$ cat config.mk
export PLATFORM = sky130hd
export DESIGN_NAME = cache_refill_ctrl
export DESIGN_NICKNAME = d
export VERILOG_FILES = /design/src/rtl/cache_refill_ctrl.sv
export SDC_FILE = /design/constraint.sdc
export NUM_CORES = 1
export LEC_CHECK = 0
export CAP_MARGIN = 10
export CORE_MARGIN = 4
export CORE_UTILIZATION = 57
export DETAILED_ROUTE_END_ITERATION = 6
export DONT_BUFFER_PORTS = 1
export PLACE_DENSITY = 0.85
export SYNTH_ARGS = -nofsm -noshare
export SYNTH_HDL_FRONTEND = slang
export SYNTH_SLANG_ARGS = --single-unit
$ cat constraint.sdc
create_clock -name clk -period 3.1 [get_ports clk]
set_input_delay 0.62 -clock clk [delete_from_list [all_inputs] [get_ports clk]]
set_output_delay 0.62 -clock clk [all_outputs]
set_load 0.005 [all_outputs]
$ cat src/rtl/cache_refill_ctrl.sv
// Memory-side refill controller for the direct-mapped L1 cache.
// It drains posted write-through stores ahead of any line refill, then
// streams the missed line from memory into the cache data array.
module cache_refill_ctrl #(
    parameter int unsigned LOG_NUM_BYTES_PER_LINE = 5,
    parameter int unsigned WB_DEPTH               = 4
) (
    input  logic        clk,
    input  logic        rst,
    input  logic        miss_req,
    input  logic [31:0] miss_addr,
    output logic        miss_busy,
    output logic        fill_we,
    output logic [31:0] fill_addr,
    output logic [31:0] fill_data,
    output logic        fill_done,
    input  logic        wr_req,
    input  logic [31:0] wr_addr,
    input  logic [31:0] wr_data,
    output logic        wr_full,
    output logic        mem_req,
    output logic        mem_we,
    output logic [31:0] mem_addr,
    output logic [31:0] mem_wdata,
    input  logic        mem_ack,
    input  logic [31:0] mem_rdata
);

    localparam int unsigned WL = LOG_NUM_BYTES_PER_LINE - 2;
    localparam int unsigned PW = $clog2(WB_DEPTH);
    localparam int unsigned CW = PW + 1;
    localparam logic [31:0] LINE_MASK = ~((32'd1 << LOG_NUM_BYTES_PER_LINE) - 32'd1);

    localparam logic [1:0] IDLE  = 2'd0;
    localparam logic [1:0] WRITE = 2'd1;
    localparam logic [1:0] FILL  = 2'd2;

    logic [1:0]    state, state_nxt;
    logic          miss_pend, miss_pend_nxt;
    logic [31:0]   line_base, line_base_nxt;
    logic [WL-1:0] cnt, cnt_nxt;

    logic [31:0]   wb_addr [WB_DEPTH];
    logic [31:0]   wb_data [WB_DEPTH];
    logic [PW-1:0] wr_ptr, rd_ptr;
    logic [CW-1:0] wb_cnt, wb_cnt_nxt;

    logic          miss_acc, push, pop, last_word, fill_ack;
    logic          mem_req_nxt, mem_we_nxt;
    logic [31:0]   mem_addr_nxt, mem_wdata_nxt;

    assign miss_acc   = miss_req & ~miss_busy;
    assign push       = wr_req & ~wr_full;
    assign pop        = (state == WRITE) & mem_ack;
    assign fill_ack   = (state == FILL) & mem_ack;
    assign last_word  = &cnt;
    assign wb_cnt_nxt = wb_cnt + CW'(push) - CW'(pop);

    // Next-state and next bus request; stores always win over a pending miss
    always_comb begin
        state_nxt     = state;
        miss_pend_nxt = miss_pend;
        line_base_nxt = line_base;
        cnt_nxt       = cnt;
        mem_req_nxt   = mem_req;
        mem_we_nxt    = mem_we;
        mem_addr_nxt  = mem_addr;
        mem_wdata_nxt = mem_wdata;

        if (miss_acc) begin
            miss_pend_nxt = 1'b1;
            line_base_nxt = miss_addr & LINE_MASK;
        end

        case (state)
            IDLE: begin
                if (wb_cnt != '0) begin
                    state_nxt     = WRITE;
                    mem_req_nxt   = 1'b1;
                    mem_we_nxt    = 1'b1;
                    mem_addr_nxt  = wb_addr[rd_ptr];
                    mem_wdata_nxt = wb_data[rd_ptr];
                end else if (miss_pend_nxt) begin
                    state_nxt    = FILL;
                    cnt_nxt      = '0;
                    mem_req_nxt  = 1'b1;
                    mem_we_nxt   = 1'b0;
                    mem_addr_nxt = line_base_nxt;
                end
            end
            WRITE: begin
                if (mem_ack) begin
                    state_nxt   = IDLE;
                    mem_req_nxt = 1'b0;
                    mem_we_nxt  = 1'b0;
                end
            end
            FILL: begin
                if (mem_ack) begin
                    cnt_nxt = cnt + WL'(1);
                    if (last_word) begin
                        state_nxt     = IDLE;
                        miss_pend_nxt = 1'b0;
                        mem_req_nxt   = 1'b0;
                    end else begin
                        mem_addr_nxt = line_base | 32'({cnt_nxt, 2'b00});
                    end
                end
            end
            default: begin
                state_nxt   = IDLE;
                mem_req_nxt = 1'b0;
                mem_we_nxt  = 1'b0;
            end
        endcase
    end

    // State, control and output registers
    always_ff @(posedge clk) begin
        if (rst) begin
            state     <= IDLE;
            miss_pend <= 1'b0;
            line_base <= '0;
            cnt       <= '0;
            wr_ptr    <= '0;
            rd_ptr    <= '0;
            wb_cnt    <= '0;
            wr_full   <= 1'b0;
            mem_req   <= 1'b0;
            mem_we    <= 1'b0;
            mem_addr  <= '0;
            mem_wdata <= '0;
            fill_we   <= 1'b0;
            fill_done <= 1'b0;
            fill_addr <= '0;
            fill_data <= '0;
            miss_busy <= 1'b0;
        end else begin
            state     <= state_nxt;
            miss_pend <= miss_pend_nxt;
            line_base <= line_base_nxt;
            cnt       <= cnt_nxt;
            if (push) begin
                wr_ptr <= wr_ptr + PW'(1);
            end
            if (pop) begin
                rd_ptr <= rd_ptr + PW'(1);
            end
            wb_cnt    <= wb_cnt_nxt;
            wr_full   <= (wb_cnt_nxt == CW'(WB_DEPTH));
            mem_req   <= mem_req_nxt;
            mem_we    <= mem_we_nxt;
            mem_addr  <= mem_addr_nxt;
            mem_wdata <= mem_wdata_nxt;
            fill_we   <= fill_ack;
            fill_done <= fill_ack & last_word;
            if (fill_ack) begin
                fill_addr <= mem_addr;
                fill_data <= mem_rdata;
            end
            if (miss_acc) begin
                miss_busy <= 1'b1;
            end else if (fill_done) begin
                miss_busy <= 1'b0;
            end
        end
    end

    // Posted-write storage; contents are meaningless once the count is zero
    always_ff @(posedge clk) begin
        if (push) begin
            wb_addr[wr_ptr] <= wr_addr;
            wb_data[wr_ptr] <= wr_data;
        end
    end

endmodule
==> tab_implementation.tex, run 1 <==
% Table of physical implementation metrics
\begin{tabular}{lr}
\hline
Metric & Value \\
\hline
\multicolumn{2}{l}{\textbf{Global routing}} \\
Largest net degree at the start of global routing & 174 \\
First-pass GRT wire length & 54.2 mm \\
Number of global-route vias before repair & 9440 \\
Leftover overflow at the end of global routing & 0 \\
Total global-route track usage & 22.5\% \\
Antenna violations before repair & 1 \\
\multicolumn{2}{l}{\textbf{Job}} \\
Number of max-capacitance violations reported & 0 \\
Total tool warning count & 36 \\
\multicolumn{2}{l}{\textbf{Hold path}} \\
Tightest Hold Check Type & in2reg \\
\multicolumn{2}{l}{\textbf{Power}} \\
Static Leak & 5.95 nW \\
Switching pwr & 4.91 mW \\
Cell internal power dissipation & 11.3 mW \\
Sequential share of power & 48.0\% \\
Ratio of total power to cell area & 905 mW/mm2 \\
Share of power burned in combinational logic & 22.1\% \\
Final Total Pwr & 16.3 mW \\
Switching part of the total & 30.2\% \\
IR drop worst, VDD & 0.000504 V \\
\multicolumn{2}{l}{\textbf{Synth}} \\
Area figure in the yosys stat output & 0.0163 mm2 \\
Post-Synthesis Cell Area & 0.0163 mm2 \\
Post-Synth Adder-Cell Area & 0.738\% \\
Async SR Flop Fraction & 0\% \\
Largest family of logic cells by area & multiplexers \\
Netlist cell types & 42 \\
Portion of synthesized cell area occupied by the leading cell type & 47.2\% \\
Synth Instances & 1185 \\
Register bit count reported by yosys & 437 \\
XORs/XNORs by Area & 0.269\% \\
Number of standard cells reported by yosys & 1185 \\
Sequential element share of the synthesized area & 69.5\% \\
Cell type with the highest aggregate area in the netlist & edfxtp\_1 \\
Yosys synthesis warning count & 0 \\
Fraction of synthesized area in multiplexers & 10.7\% \\
Complex-gate fraction of the synthesized area & 7.93\% \\
Post-synth area hogs & edfxtp\_1 (47\%), dfxtp\_1 (22\%), mux4\_2 (8.9\%) \\
Synthesized-area fraction occupied by and/or/nand/nor cells & 8.37\% \\
Dominant register cell in the synthesized netlist & edfxtp\_1 \\
\multicolumn{2}{l}{\textbf{Die}} \\
Die outline width & 177 um \\
I/O pin total & 267 \\
Die Y & 177 um \\
Die ar. & 0.0313 mm2 \\
Core Box Area & 0.0280 mm2 \\
Core utilization before placement & 58.1\% \\
Num rows & 61 \\
\multicolumn{2}{l}{\textbf{STA}} \\
Hold Vio Cnt, Final & 0 \\
Share of the clock period used by the worst path & 81.8\% \\
Pin slew with the least headroom to its limit & 1.18 ns \\
Max transition margin & 21.2\% \\
Achievable frequency & 394 MHz \\
Time the worst path needs with I/O delays and setup & 2.54 ns \\
Unrepaired setup endpoints after global routing & false \\
Count of endpoints failing setup in the final report & 0 \\
Number of pins with negative max-slew slack in the final report & 0 \\
Hold Slack & 0.174 ns \\
Setup TNS & 0 ns \\
\multicolumn{2}{l}{\textbf{Clock tree}} \\
Sinks on Clock Net & 437 \\
CTS tree & yes \\
CTS hold repair buffers & 0 \\
Cts bufs inserted & 43 \\
Setup Fix Bufs, Post-CTS & 0 \\
Number of instances resized during post-cts repair & 0 \\
Clock tree root driver cell & clkbuf\_16 \\
H-tree levels & 2 \\
Maximum number of buffers from clock root to sink & 3 \\
\multicolumn{2}{l}{\textbf{Route}} \\
Met2 layer wire length in the routed design & 17.4 mm \\
1st-pass router iterations & 7 \\
Routed met1 length & 14.1 mm \\
Final ANT Viol Nets & 0 \\
Per-cell via count in the routed design & 6.03 \\
Metal3 WL & 3.72 mm \\
Final routed wire length divided by cell count & 22.9 um \\
Post-route DRC violation count & 0 \\
Topmost layer with routed signal wires & met4 \\
\multicolumn{2}{l}{\textbf{Placement}} \\
Port Buffers & 0 \\
Total half-perimeter wirelength after legalization and detailed placement & 22.5 mm \\
Final GP Congestion & 0.828 \\
Placed cell count & 1496 \\
\multicolumn{2}{l}{\textbf{Cells and area}} \\
Filler cells & 1925 \\
Area delta synth->final & 10.4\% \\
Logic area & 0.00460 mm2 \\
Final core utilization & 64.1\% \\
Fraction of layout cells with a size suffix above 1 & 13.4\% \\
\multicolumn{2}{l}{\textbf{Worst setup path}} \\
Required time of the worst setup path & 3.53 ns \\
Maximum fanout along the worst path & 15 \\
CP startpoint kind & register \\
Arr. time, crit path & 2.97 ns \\
CP Class & reg2reg \\
Crit path capture type & register \\
\multicolumn{2}{l}{\textbf{Status}} \\
Result of the run & finished, final reports clean \\
\hline
\end{tabular}
## run 1: metal layers
metal	vias up	GRT usage [%]
li1	4307	-
met1	4710	30.1
met2	439	36.7
met3	54	6.32
met4	0	6.06
met5	-	0
## run 1: worst paths after layout
| kind | slack, ns | depth (start not counted) | end | start |
|---|---|---|---|---|
| max | 0.56 | 8 | wr_full | state[1] |
| min reg2reg | 0.47 | 2 | cnt[1] | cnt[1] |
| min | 0.17 | 1 | fill_data[28] | rst |
| max reg2reg | 0.56 | 8 | wr_full | state[1] |
## run 1: layout make-up
type | count | share of cell area, %
Antenna cell | 1 | 0.0139
Clock buffer | 68 | 7.03
Clock inverter | 11 | 0.376
Inverter | 10 | 0.209
Multi-Input combinational cell | 652 | 25.6
Sequential cell | 437 | 63.0
Tap cell | 378 | 2.63
Timing Repair Buffer | 19 | 1.14
## run 1: kinds of logic after synthesis
group | Yosys count
DFF | 437
and+or+nand+nor | 337
AOI/OAI and AO/OA | 207
buffers and inverters | 96
muxes | 94
adders and majority gates | 9
xor gates and xnor gates | 5
## run 1: Yosys cell counts, drive strengths merged (2+ instances only)
cell type / count
edfxtp: 256
nand2: 230
dfxtp: 181
a21oi: 133
nor2: 66
mux4: 64
clkbuf: 57
mux2i: 30
buf: 29
a211o: 26
a311oi: 26
inv: 10
ha: 8
nand3: 8
and3: 7
and2: 5
nand2b: 5
nor2b: 5
nor3: 5
a211oi: 4
o21ai: 4
xnor2: 4
a32o: 3
a32oi: 2
nor4: 2
o211ai: 2
o31ai: 2
or3: 2
## run 1: stage by stage
step	worst slack [ns]	cell area, um2
2_1_floorplan	0.168	16300
3_3_place_gp	0.684	16600
3_5_place_dp	0.656	16600
4_1_cts	0.538	18000
5_1_grt	0.362	18000
6_report	0.564	18000
## run 1: power by group through the flow
stage                     sequential [mW]  clock (mW)  combinational, mW
after global placement               7.85           0               3.49
final                                7.79        4.86               3.60
after global routing                 7.88        5.22               3.94
after CTS                            7.81        4.94               3.61
after detailed placement             7.92           0               3.56
after floorplan                      7.60           0               2.81
## run 1: state kept, by name, indices dropped and copies added (netlist names), 32 cells and up, named ones only
signal / cells
mem_addr: 32
fill_addr: 32
line_base: 32
wb_data: 128
wb_addr: 128
fill_data: 32
mem_wdata: 32
## run 1: placed cells by master, fill, tap and decap left out, types with 5 or more instances in the layout
master	n
edfxtp_1	256
clkbuf_1	15
mux2i_1	30
ha_1	8
mux4_2	64
nor2_1	65
buf_4	14
buf_12	5
clkbuf_16	43
inv_1	10
nand2_1	228
a211o_1	26
clkbuf_8	9
a311oi_1	26
nand2b_1	5
a21oi_1	132
nand3_1	8
and3_1	7
dfxtp_1	179
## run 1: worst max-delay path, stage by stage (launching register included)
cell and delay (ns):
dfxtp_1 0.62, and3b_1 0.32, ha_1 0.31, inv_1 0.04, ha_1 0.20, fa_1 0.43, xnor2_1 0.22, xnor2_1 0.11
nor4_1 0.19
Figure 1. The clock network (run 1).
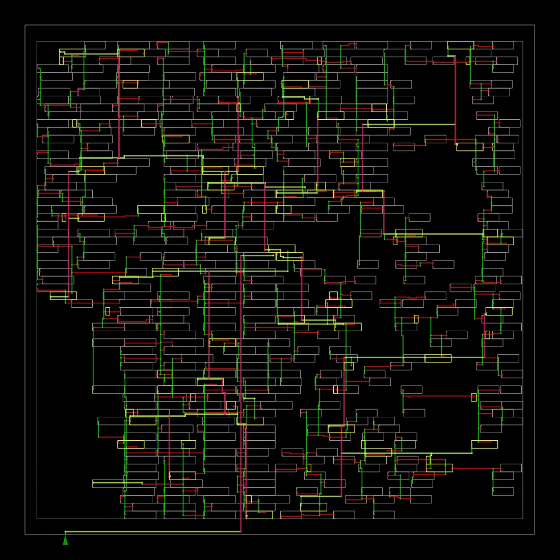
power consumed by the clock network: 4.86 mW
latest clock arrival within the worst-skew pair: 0.53 ns

Figure 2. Metal 4 (run 1).
Scale bar: 50 um.
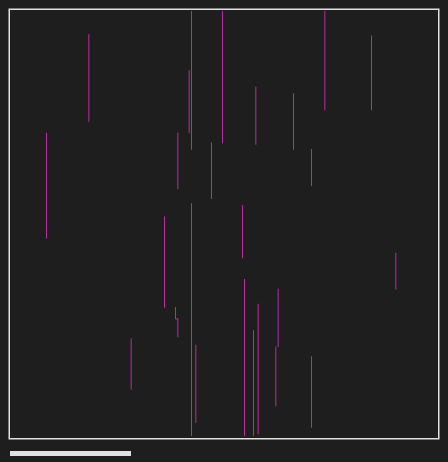
The wires run mostly vertical. 13 nets have wire on it. The longest straight run is 95.9 um. The layer holds 2.4% of the routed length.
routed vias: 9510
total routed wirelength: 36.0 mm

Figure 3. Clock distribution (run 1).
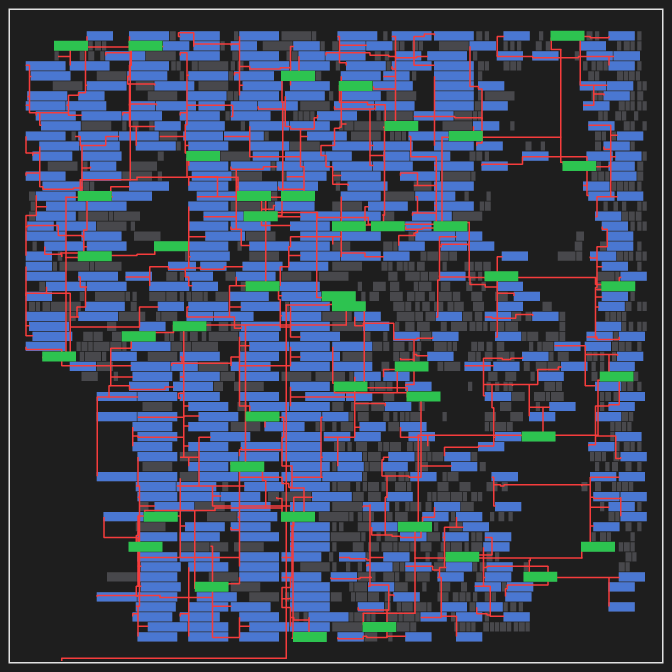
Green is clock-net drivers, count 43. Red is clock wires, length 4540 um. Blue is flip-flops, count 437.
Position of the flops: all over the die.
clock share of power: 29.9%
Clock Skew: 0.0187 ns

==> run 1 -> run 2 <==
Clock period 3.1 ns to 2.2 ns, I/O delays scaled along.
Figure 4. Sizing map (run 2).
Scale bar: 50 um.
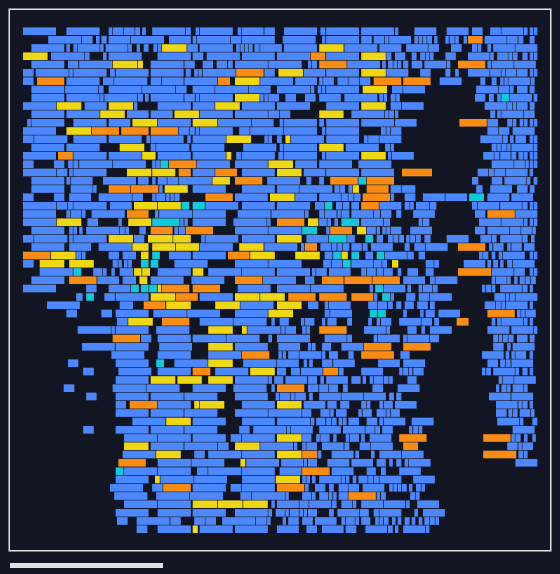
Blue is x1 and smaller, cells 1150, share 85%, most used edfxtp_1. Yellow is x2, cells 95, share 7.0%, most used mux4_2. Cyan is x3 and x4, cells 30, share 2.2%, most used buf_4. Orange is x6 and larger, cells 73, share 5.4%, most used clkbuf_16.
worst setup slack after layout: -0.0264 ns
area delta synth->final: 21.2%
layout buffer count excluding clock buffers: 171
Finished Cell Area: 0.0197 mm2

Figure 5. Clock distribution (run 2).
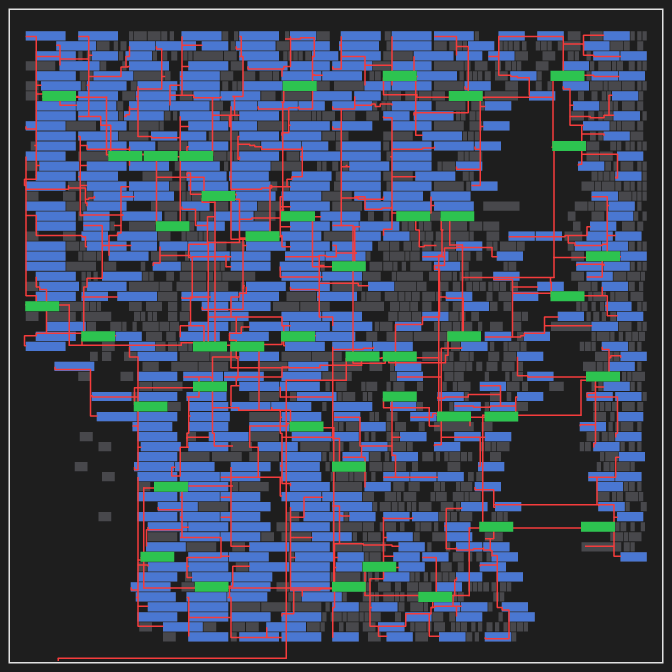
Green is clock-net drivers, count 42. Blue is flip-flops, count 437. Red is clock wires, length 4650 um.
There are 43 routed clock nets.
latest clock arrival within the worst-skew pair: 0.56 ns
clock share of power: 29.4%
Clock Skew: 0.0228 ns
power consumed by the clock network: 7.14 mW

==> run 2 against run 1 <==
  * The run now ends with negative setup slack left
  * Hold slack lost 0.13 ns
  * Via count grew 9.5%
  * Clock-buffer cell count shrank 11
  * Largest power group unchanged
  * Highest routed layer is now met5
==> tab_implementation.tex, run 2 <==
% Table of physical implementation metrics
\begin{tabular}{lr}
\hline
Metric & Value \\
\hline
\multicolumn{2}{l}{\textbf{Synth}} \\
Most popular library cell in the synthesized design by count & edfxtp\_1 \\
Portion of synthesized cell area occupied by the leading cell type & 47.2\% (unchanged) \\
Dominant register cell in the synthesized netlist & edfxtp\_1 \\
XORs/XNORs by Area & 0.269\% (unchanged) \\
Synth Instances & 1185 (unchanged) \\
Most frequent cells after synthesis & edfxtp\_1 (256), nand2\_1 (229), dfxtp\_1 (181), a21oi\_1 (133), nor2\_1 (66) \\
Post-Synth Adder-Cell Area & 0.738\% (unchanged) \\
Cell type with the highest aggregate area in the netlist & edfxtp\_1 \\
Post-synth area hogs & edfxtp\_1 (47\%), dfxtp\_1 (22\%), mux4\_2 (8.9\%) \\
Netlist cell types & 42 (unchanged) \\
Largest family of logic cells by area & multiplexers \\
Area figure in the yosys stat output & 0.0163 mm2 (unchanged) \\
Async SR Flop Fraction & 0\% (unchanged) \\
Complex-gate fraction of the synthesized area & 7.93\% (unchanged) \\
Number of standard cells reported by yosys & 1185 (unchanged) \\
\multicolumn{2}{l}{\textbf{Clock tree}} \\
Cts bufs inserted & 42 (-2.3\%) \\
Maximum number of buffers from clock root to sink & 3 (unchanged) \\
CTS tree & yes \\
H-tree levels & 2 (unchanged) \\
\multicolumn{2}{l}{\textbf{Route}} \\
Per-cell via count in the routed design & 6.02 (-0.31\%) \\
Final ANT Viol Nets & 0 (unchanged) \\
Final routed wire length divided by cell count & 23.3 um (+1.7\%) \\
1st-pass router iterations & 5 (-2) \\
Total routed wirelength & 40.3 mm (+12\%) \\
Routed vias & 10.4k (+9.5\%) \\
\multicolumn{2}{l}{\textbf{Die}} \\
Num rows & 61 (unchanged) \\
Core utilization before placement & 58.1\% (unchanged) \\
Die outline width & 177 um (unchanged) \\
Die ar. & 0.0313 mm2 (unchanged) \\
Core Box Area & 0.0280 mm2 (unchanged) \\
I/O pin total & 267 (unchanged) \\
\multicolumn{2}{l}{\textbf{STA}} \\
Achievable frequency & 449 MHz (+14\%) \\
Count of endpoints failing setup in the final report & 1 (+1) \\
Worst setup slack after layout & -0.0264 ns (-0.591 ns) \\
Max transition margin & 70.2\% (+49 points) \\
Number of pins with negative max-slew slack in the final report & 0 (unchanged) \\
Hold Vio Cnt, Final & 0 (unchanged) \\
\multicolumn{2}{l}{\textbf{Power}} \\
Final Total Pwr & 24.3 mW (+49\%) \\
Static Leak & 6.87 nW (+15\%) \\
Ratio of total power to cell area & 1230 mW/mm2 (+36\%) \\
IR drop worst, VDD & 0.000845 V (+68\%) \\
\multicolumn{2}{l}{\textbf{Global routing}} \\
Antenna violations before repair & 9 (+8) \\
First-pass GRT wire length & 60.4 mm (+11\%) \\
Number of global-route vias before repair & 10.5k (+11\%) \\
Largest net degree at the start of global routing & 100 (-43\%) \\
\multicolumn{2}{l}{\textbf{Cells and area}} \\
Final core utilization & 70.5\% (+6.3 points) \\
Fraction of layout cells with a size suffix above 1 & 14.7\% (+1.3 points) \\
Largest registers & wb\_addr: 128 flops, wb\_data: 128 flops \\
Most common cell after layout, fill and taps aside & edfxtp\_1 \\
Most frequent cells in the layout & edfxtp\_1 (256), nand2\_1 (228), dfxtp\_1 (174) \\
\multicolumn{2}{l}{\textbf{Placement}} \\
Port Buffers & 0 (unchanged) \\
Placement Setup Slack & -0.0130 ns (-0.669 ns) \\
Total half-perimeter wirelength after legalization and detailed placement & 23.2 mm (+3.0\%) \\
Final GP Congestion & 0.804 (-2.9\%) \\
\multicolumn{2}{l}{\textbf{Worst setup path}} \\
Crit path capture type & register \\
Maximum fanout along the worst path & 3 (-12) \\
CP startpoint kind & register \\
CP Class & reg2reg \\
Required time of the worst setup path & 2.65 ns (-0.88 ns) \\
Arr. time, crit path & 2.67 ns (-0.30 ns) \\
\multicolumn{2}{l}{\textbf{Status}} \\
Violations in the final reports & negative setup slack \\
Result of the run & finished, violations left \\
\multicolumn{2}{l}{\textbf{Hold path}} \\
Tightest Hold Check Type & in2reg \\
\multicolumn{2}{l}{\textbf{Job}} \\
Total tool warning count & 34 (-5.6\%) \\
\hline
\end{tabular}
run 2: cell counts after synthesis:
Identical to the previous run, type by type.
run 2: timing repair:
item                       CTS  global route
cloned                       0             2
hold endpoints to repair   423             0
pin swaps                    4             4
setup endpoints to repair    1            29
resized                      4            22
hold buffers               133             0
setup buffers                1             5
run 2: worst paths after layout:
check	startpoint	to	slack, ns	cells after the start
max	state[1]	wr_full	-0.03	8
min	rst	mem_addr[2]	0.04	1
max reg2reg	state[1]	wr_full	-0.03	8
min reg2reg	cnt[2]	cnt[2]	0.48	2
run 2: stage by stage:
step | instance area, um2 | TNS [ns] | instances | hold WS (ns)
floorplan | 16300 | 0 | 1185 | 0.438
global placement | 16800 | 0 | 1507 | 0.447
detailed placement | 16800 | -0.0253 | 1507 | 0.461
CTS | 19600 | 0 | 1719 | 0.00363
global route | 19700 | -0.333 | 1730 | 0.0408
finish | 19700 | -0.0264 | 1731 | 0.0430
run 2: per-layer routing:
layer	vias to the layer above	share of wire (%)	global-route usage (%)
li1	4618	-	-
met1	5139	38	32.2
met2	563	50	41.0
met3	85	9.3	6.45
met4	8	2.9	8.25
met5	-	0.12	0
run 2: final cells by class:
cell class	instances	area [um2]
flip-flops and latches	437	11300
clock inverters	21	208
clock buffers	57	1190
fillers	1706	8280
diodes	5	12.5
inverters	10	37.5
repair buffers	171	1840
multi-input cells	652	4660
well taps	378	473
run 2: kinds of logic (layout without fill, tap and decap cells):
logic type	count (synthesis)	count (layout)
fa+ha+maj	9	9
flops	437	437
buf+inv	96	259
compound gates	207	207
mux	94	94
simple gates	337	337
other cells	0	5
xor+xnor	5	5
run 2: critical path: stages (launching register included):
cell and delay (ns):
dfxtp_1 0.35, and3b_2 0.28, ha_4 0.27, inv_1 0.04, ha_2 0.17, fa_2 0.35
xnor2_2 0.17, xnor2_2 0.18, nor4_2 0.31
run 2: report_power, final:
| group | total [mW] | internal [mW] | switching, mW |
|---|---|---|---|
| Combinational | 6.17 | 2.66 | 3.51 |
| Sequential | 11.0 | 10.0 | 0.919 |
| Clock | 7.14 | 4.07 | 3.07 |
| Total | 24.3 | 16.8 | 7.50 |
Power is estimated from default activity; no workload was simulated.
